===== config.mk =====
export PLATFORM = sky130hd
export DESIGN_NAME = max_pool_2x2
export DESIGN_NICKNAME = d
export VERILOG_FILES = /design/src/rtl/pool_pkg.sv /design/src/rtl/pool_line_buf.sv /design/src/rtl/max_pool_2x2.sv
export SDC_FILE = /design/constraint.sdc
export NUM_CORES = 1
export LEC_CHECK = 0
export CAP_MARGIN = 15
export CORE_MARGIN = 2
export CORE_UTILIZATION = 45
export CTS_BUF_LIST = sky130_fd_sc_hd__clkbuf_4 sky130_fd_sc_hd__clkbuf_8 sky130_fd_sc_hd__clkbuf_16
export CTS_CLUSTER_SIZE = 40
export DETAILED_ROUTE_END_ITERATION = 10
export SYNTH_ARGS = -nofsm -noshare
export SYNTH_HDL_FRONTEND = slang
export SYNTH_SLANG_ARGS = --single-unit

===== constraint.sdc =====
create_clock -name clk -period 12.18 [get_ports clk]
set_clock_uncertainty 0.15 [all_clocks]
set_input_delay 2.436 -clock clk [delete_from_list [all_inputs] [get_ports clk]]
set_output_delay 2.436 -clock clk [all_outputs]
set_load 0.005 [all_outputs]

===== src/rtl/pool_pkg.sv =====
`default_nettype none
// ============================================================================
// pool_pkg : shared types, sizing helpers and the combine operator for the
//            2x2 pooling stage.  Optional macro POOL_AVG_EN selects averaging.
// Revision : 1.0  initial release
// ============================================================================
package pool_pkg;

  localparam int POOL_DATA_W = 16;

`ifdef POOL_AVG_EN
  localparam int POOL_ACC_EXTRA = 2;
`else
  localparam int POOL_ACC_EXTRA = 0;
`endif

  // Wide scratch type so one combine function serves any DATA_W.
  localparam int POOL_CALC_W = 64;

  typedef logic signed [POOL_DATA_W+POOL_ACC_EXTRA-1:0] pool_acc_t;
  typedef logic signed [POOL_CALC_W-1:0]                pool_calc_t;

  function automatic int out_dim(input int in_dim);
    return in_dim / 2;
  endfunction

  function automatic pool_calc_t pool_combine(input pool_calc_t a, input pool_calc_t b);
`ifdef POOL_AVG_EN
    return a + b;
`else
    return (a > b) ? a : b;
`endif
  endfunction

endpackage
`default_nettype wire


===== src/rtl/pool_line_buf.sv =====
`default_nettype none
// ============================================================================
// pool_line_buf : half-row buffer of horizontal pair results, written on even
//                 rows and read combinationally on odd rows.
// Revision      : 1.0  initial release
// ============================================================================
module pool_line_buf #(
  parameter int DEPTH  = 2,
  parameter int WIDTH  = 16,
  parameter int ADDR_W = 1
) (
  input  logic                     clk,
  input  logic                     rst_n,
  input  logic                     wr_en,
  input  logic [ADDR_W-1:0]        wr_addr,
  input  logic signed [WIDTH-1:0]  wr_data,
  input  logic [ADDR_W-1:0]        rd_addr,
  output logic signed [WIDTH-1:0]  rd_data
);

  logic signed [WIDTH-1:0] r_mem [DEPTH];

  always_ff @(posedge clk or negedge rst_n) begin
    if (!rst_n) begin
      for (int i = 0; i < DEPTH; i++) r_mem[i] <= '0;
    end else if (wr_en) begin
      for (int i = 0; i < DEPTH; i++) begin
        if (int'(wr_addr) == i) r_mem[i] <= wr_data;
      end
    end
  end

  // Mux form keeps a non-power-of-two depth from indexing past the array.
  always_comb begin
    rd_data = '0;
    for (int i = 0; i < DEPTH; i++) begin
      if (int'(rd_addr) == i) rd_data = r_mem[i];
    end
  end

endmodule
`default_nettype wire


===== src/rtl/max_pool_2x2.sv =====
`default_nettype none
// ============================================================================
// max_pool_2x2 : streaming 2x2 / stride-2 pooling of a raster conv stream.
//                Define POOL_AVG_EN for average pooling instead of max.
// Revision     : 1.0  initial release
// ============================================================================
module max_pool_2x2
  import pool_pkg::*;
#(
  parameter int IN_DIM = 5,
  parameter int DATA_W = POOL_DATA_W
) (
  input  logic                     clk,
  input  logic                     rst_n,
  input  logic                     in_valid,
  input  logic signed [DATA_W-1:0] in_data,
  output logic                     out_valid,
  output logic signed [DATA_W-1:0] out_data,
  output logic                     out_last,
  output logic                     busy
);

  localparam int OUT_DIM   = out_dim(IN_DIM);
  localparam int POOL_SPAN = 2 * OUT_DIM;
  localparam int CNT_W     = (IN_DIM > 2) ? $clog2(IN_DIM) : 1;
  localparam int ADDR_W    = (OUT_DIM > 1) ? $clog2(OUT_DIM) : 1;
  localparam int ACC_W     = DATA_W + POOL_ACC_EXTRA;

  typedef logic signed [ACC_W-1:0] acc_t;

  logic [CNT_W-1:0]  r_col;
  logic [CNT_W-1:0]  r_row;
  acc_t              r_pair;
  logic              r_busy;

  logic              w_in_pool;
  logic              w_col_end;
  logic              w_row_end;
  logic              w_wr_en;
  logic              w_out_fire;
  logic              w_last_fire;
  logic              w_frame_first;
  logic [ADDR_W-1:0] w_addr;
  acc_t              w_in_ext;
  acc_t              w_pm;
  acc_t              w_buf_rd;
  acc_t              w_res;
  logic signed [DATA_W-1:0] w_out_next;

  assign w_in_ext      = acc_t'(in_data);
  assign w_in_pool     = (int'(r_col) < POOL_SPAN) && (int'(r_row) < POOL_SPAN);
  assign w_col_end     = (int'(r_col) == IN_DIM - 1);
  assign w_row_end     = (int'(r_row) == IN_DIM - 1);
  assign w_wr_en       = in_valid && w_in_pool && r_col[0] && !r_row[0];
  assign w_out_fire    = in_valid && w_in_pool && r_col[0] && r_row[0];
  assign w_last_fire   = w_out_fire && (int'(r_col) == POOL_SPAN - 1)
                                    && (int'(r_row) == POOL_SPAN - 1);
  assign w_frame_first = in_valid && (r_col == '0) && (r_row == '0);
  assign w_addr        = ADDR_W'(r_col >> 1);

  assign w_pm  = acc_t'(pool_combine(POOL_CALC_W'(r_pair), POOL_CALC_W'(w_in_ext)));
  assign w_res = acc_t'(pool_combine(POOL_CALC_W'(w_pm),   POOL_CALC_W'(w_buf_rd)));

`ifdef POOL_AVG_EN
  assign w_out_next = DATA_W'(w_res >>> 2);
`else
  assign w_out_next = DATA_W'(w_res);
`endif

  // A sample accepted at (0,0) keeps busy up even in the out_last cycle.
  assign busy = r_busy || w_frame_first;

  pool_line_buf #(
    .DEPTH  (OUT_DIM),
    .WIDTH  (ACC_W),
    .ADDR_W (ADDR_W)
  ) u_line_buf (
    .clk     (clk),
    .rst_n   (rst_n),
    .wr_en   (w_wr_en),
    .wr_addr (w_addr),
    .wr_data (w_pm),
    .rd_addr (w_addr),
    .rd_data (w_buf_rd)
  );

  always_ff @(posedge clk or negedge rst_n) begin
    if (!rst_n) begin
      r_col     <= '0;
      r_row     <= '0;
      r_pair    <= '0;
      r_busy    <= 1'b0;
      out_valid <= 1'b0;
      out_data  <= '0;
      out_last  <= 1'b0;
    end else begin
      out_valid <= w_out_fire;
      out_last  <= w_last_fire;
      if (w_out_fire) out_data <= w_out_next;

      if (w_frame_first)    r_busy <= 1'b1;
      else if (w_last_fire) r_busy <= 1'b0;

      if (in_valid) begin
        if (!r_col[0]) r_pair <= w_in_ext;
        if (w_col_end) begin
          r_col <= '0;
          r_row <= w_row_end ? '0 : r_row + 1'b1;
        end else begin
          r_col <= r_col + 1'b1;
        end
      end
    end
  end

endmodule
`default_nettype wire


Fig. 1: routing congestion
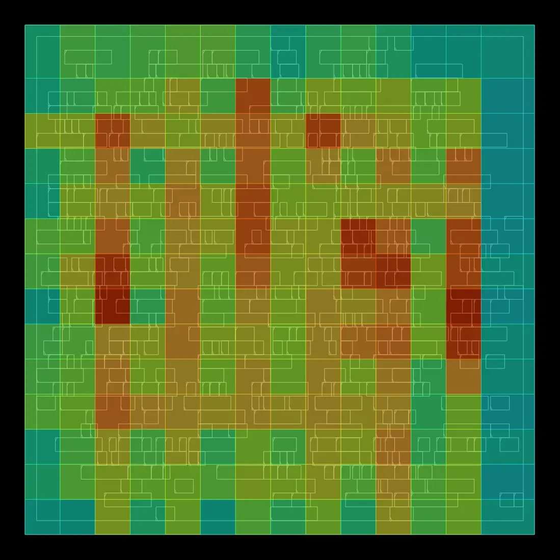
GRT Total Usage: 0.198
grt met3 use: 0.0286
Finished Core Util: 0.528
WL/cell: 15.7 um

==> metrics.csv <==
stage,metric,value,unit
yosys,register area share after synthesis,0.439,
grt,initial antenna violation count,0,
yosys,top cells by count,"dfrtp_1 (73), o21ai_0 (54), nand2_1 (45)",
yosys,Post-synth regs,73,
drt,first drt pass iteration count,4,
yosys,Syn Inst Count,433,
worst_setup_path,crit path capture,out_data[15],
yosys,Dominant flop cell,dfrtp_1,
worst_setup_path,Reg2Reg Setup Slack,6.53,ns
clocking,number of buffers created by CTS,9,
clocking,hold_buf cts,0,
power,Seq. pwr,0.000410,W
cells_and_area,Comb area share,0.436,
yosys,syn_area_per_cell,9.61,um2
cells_and_area,Syn-to-layout area delta,15.6,%
cells_and_area,NonClk Buf Share,0.0853,
floorplan,Die Wd,100,um
clocking,Root Buffer,clkbuf_8,
yosys,post-synth top area cell,dfrtp_1,
clocking,clock tree buffer depth,2,
yosys,fraction of registers with async set/reset,1.00,
yosys,Complex Gates by Area,0.183,
yosys,Netlist cell types,37,
yosys,"Net Count, Synth",490,
sta,post-layout min period,7.88,ns
power,largest power group,combinational cells,
worst_setup_path,cells on worst reg2reg path,17,
cells_and_area,Non-clk bufs,43,
cells_and_area,fill count,867,
cells_and_area,#MultiIn Comb,299,
floorplan,height of the die,100,um
clocking,Clock Sink Count,73,
sta,Setup-failing EPs final,0,
worst_setup_path,reg2reg start,r_pair[15],
worst_setup_path,Critical Path Slowest Stage Cell,or4_4,
run,tool warnings,28,
worst_setup_path,crit path cell chain,clkdlybuf4s50_1 > inv_1 > ha_1 > nand4_1 > or4_4 > o21bai_4 > a31oi_4 > mux2i_1 > buf_4 > mux2i_1 > inv_1 > ha_1 > nand3_1 > nor4_1 > and4_1 > a31oi_1 > nand3_1 > a21o_1 > o221ai_1,
power,switching share of total power,0.433,
hold_path,class of the worst hold path,register to register,
sta,Fin Setup TNS,0,ns
power,combinational power share,0.529,
worst_setup_path,Worst Path Max Fanout,16,
cells_and_area,area taken by multi-input logic gates,0.00210,mm2
yosys,"FA/HA/MAJ Cells, Area Fraction",0.114,
yosys,"EDFF count, synth",0,
sta,RSZ-0062 raised after global routing,no,
power,combinational power,0.000655,W
worst_setup_path,critical path data arrival time,7.95,ns
placement,Detail Placement HPWL,6610,um
cells_and_area,most frequent cells in the layout,"dfrtp_1 (73), o21ai_0 (54), nand2_1 (45)",
clocking,Post CTS Setup Buffer Count,0,
clocking,CTS H-tree depth,3,
grt,global-route wire length before repair,15400,um
floorplan,Row Count,35,
drt,routed via count,3212,
yosys,number of synthesis warnings,0,
worst_setup_path,startpoint types,input port,
yosys,chip area in the Yosys report,0.00416,mm2
drt,First DRT Iteration DRCs,106,
cells_and_area,layout cells sized above 1,0.0717,
floorplan,I/O pins,38,
placement,Port-buffer cells,37,
clocking,Late-Pin Clk Latency,0.35,ns
cells_and_area,number of diodes,0,
yosys,Main logic family,AND-OR/OR-AND gates,
cells_and_area,Logic inverters,43,
power,Internal,0.000703,W
clocking,"Clk pin slew, worst setup/hold paths",0.08,ns
drt,DRC violations left,0,
sta,final worst setup slack,4.30,ns
power,Pleak,2.34,nW
cells_and_area,# nets final,526,
yosys,Mux cell area share,0.0965,
floorplan,Initial Util,0.457,
drt,Via density,5.49,
placement,RePlAce Congestion,0.790,
worst_setup_path,Critical path buffers and inverters,4,
sta,Slew HR,0.359,
outcome,status,finished clean,
drt,routed wire length,9160,um
floorplan,core area,0.00911,mm2
power,Final Total Pwr,0.00124,W
yosys,top area contributor share,0.439,
hold_path,Hold Path Cell Cnt,2,
cells_and_area,Final clock-cell share,0.0367,
yosys,Netlist Area Pre-Place,0.00416,mm2
yosys,XORs/XNORs by Area,0,
worst_setup_path,Worst Setup SP,in_data[15],
worst_setup_path,Setup Crit Path Kind,input port to register,
worst_setup_path,Worst path depth,19,
worst_setup_path,crit path DRT,12.24,ns
worst_setup_path,reg2reg end,out_data[15],
drt,post-route ant nets,0,
yosys,yosys simple share,0.110,
cells_and_area,register area,0.00183,mm2
yosys,most frequent cell after synthesis,dfrtp_1,
worst_setup_path,largest delay contributor family on the critical path,simple AND/OR/NAND/NOR gates,
yosys,cell count in the Yosys report,433,
grt,gr ovfl total,0,
floorplan,tap cells,111,
sta,Peak Freq,0.127,GHz
power,switching pwr,0.000536,W
yosys,Synth area leaders,"dfrtp_1 (44%), ha_1 (11%), mux2i_1 (7.7%)",
worst_setup_path,Setup crit end kind,register,
power,power per cell area,257,mW/mm2
Fig. 2: M3 wires
Scale bar: 20 um.
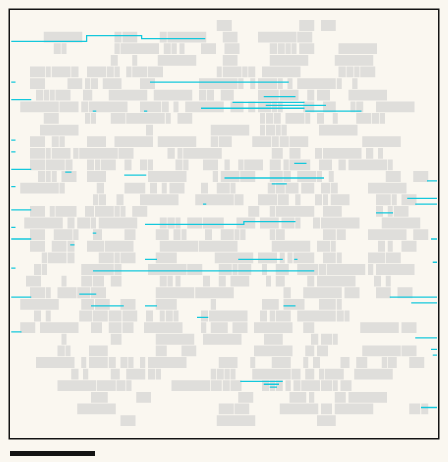
nets with wire on the layer: 41
longest straight run: 51.5 um
main direction: horizontal
share of all routed wire: 4.3%
wire length on this layer: 397 um

registers in the layout, indices dropped and copies added (netlist names):
| name | cells |
|---|---|
| out_data | 16 |
| out_last | 1 |
| out_valid | 1 |
| r_busy | 1 |
| r_col | 3 |
| r_pair | 16 |
| r_row | 3 |
| u_line_buf.r_mem | 32 |
stage by stage:
step / cells / hold WS (ns) / area, um2
CTS: 585 / 0.338 / 4810
detailed placement: 569 / 0.321 / 4640
global placement: 569 / 0.311 / 4640
global route: 585 / 0.356 / 4810
finish: 585 / 0.332 / 4810
floorplan: 433 / 0.300 / 4160
metal layers:
metal	GRT usage	up-vias	wire, um
met4	0.0727	0	178
met5	0	-	0
met2	0.313	73	4160
met1	0.278	1520	4420
met3	0.0286	16	396
li1	-	1603	-
Power is estimated from default activity; no workload was simulated.
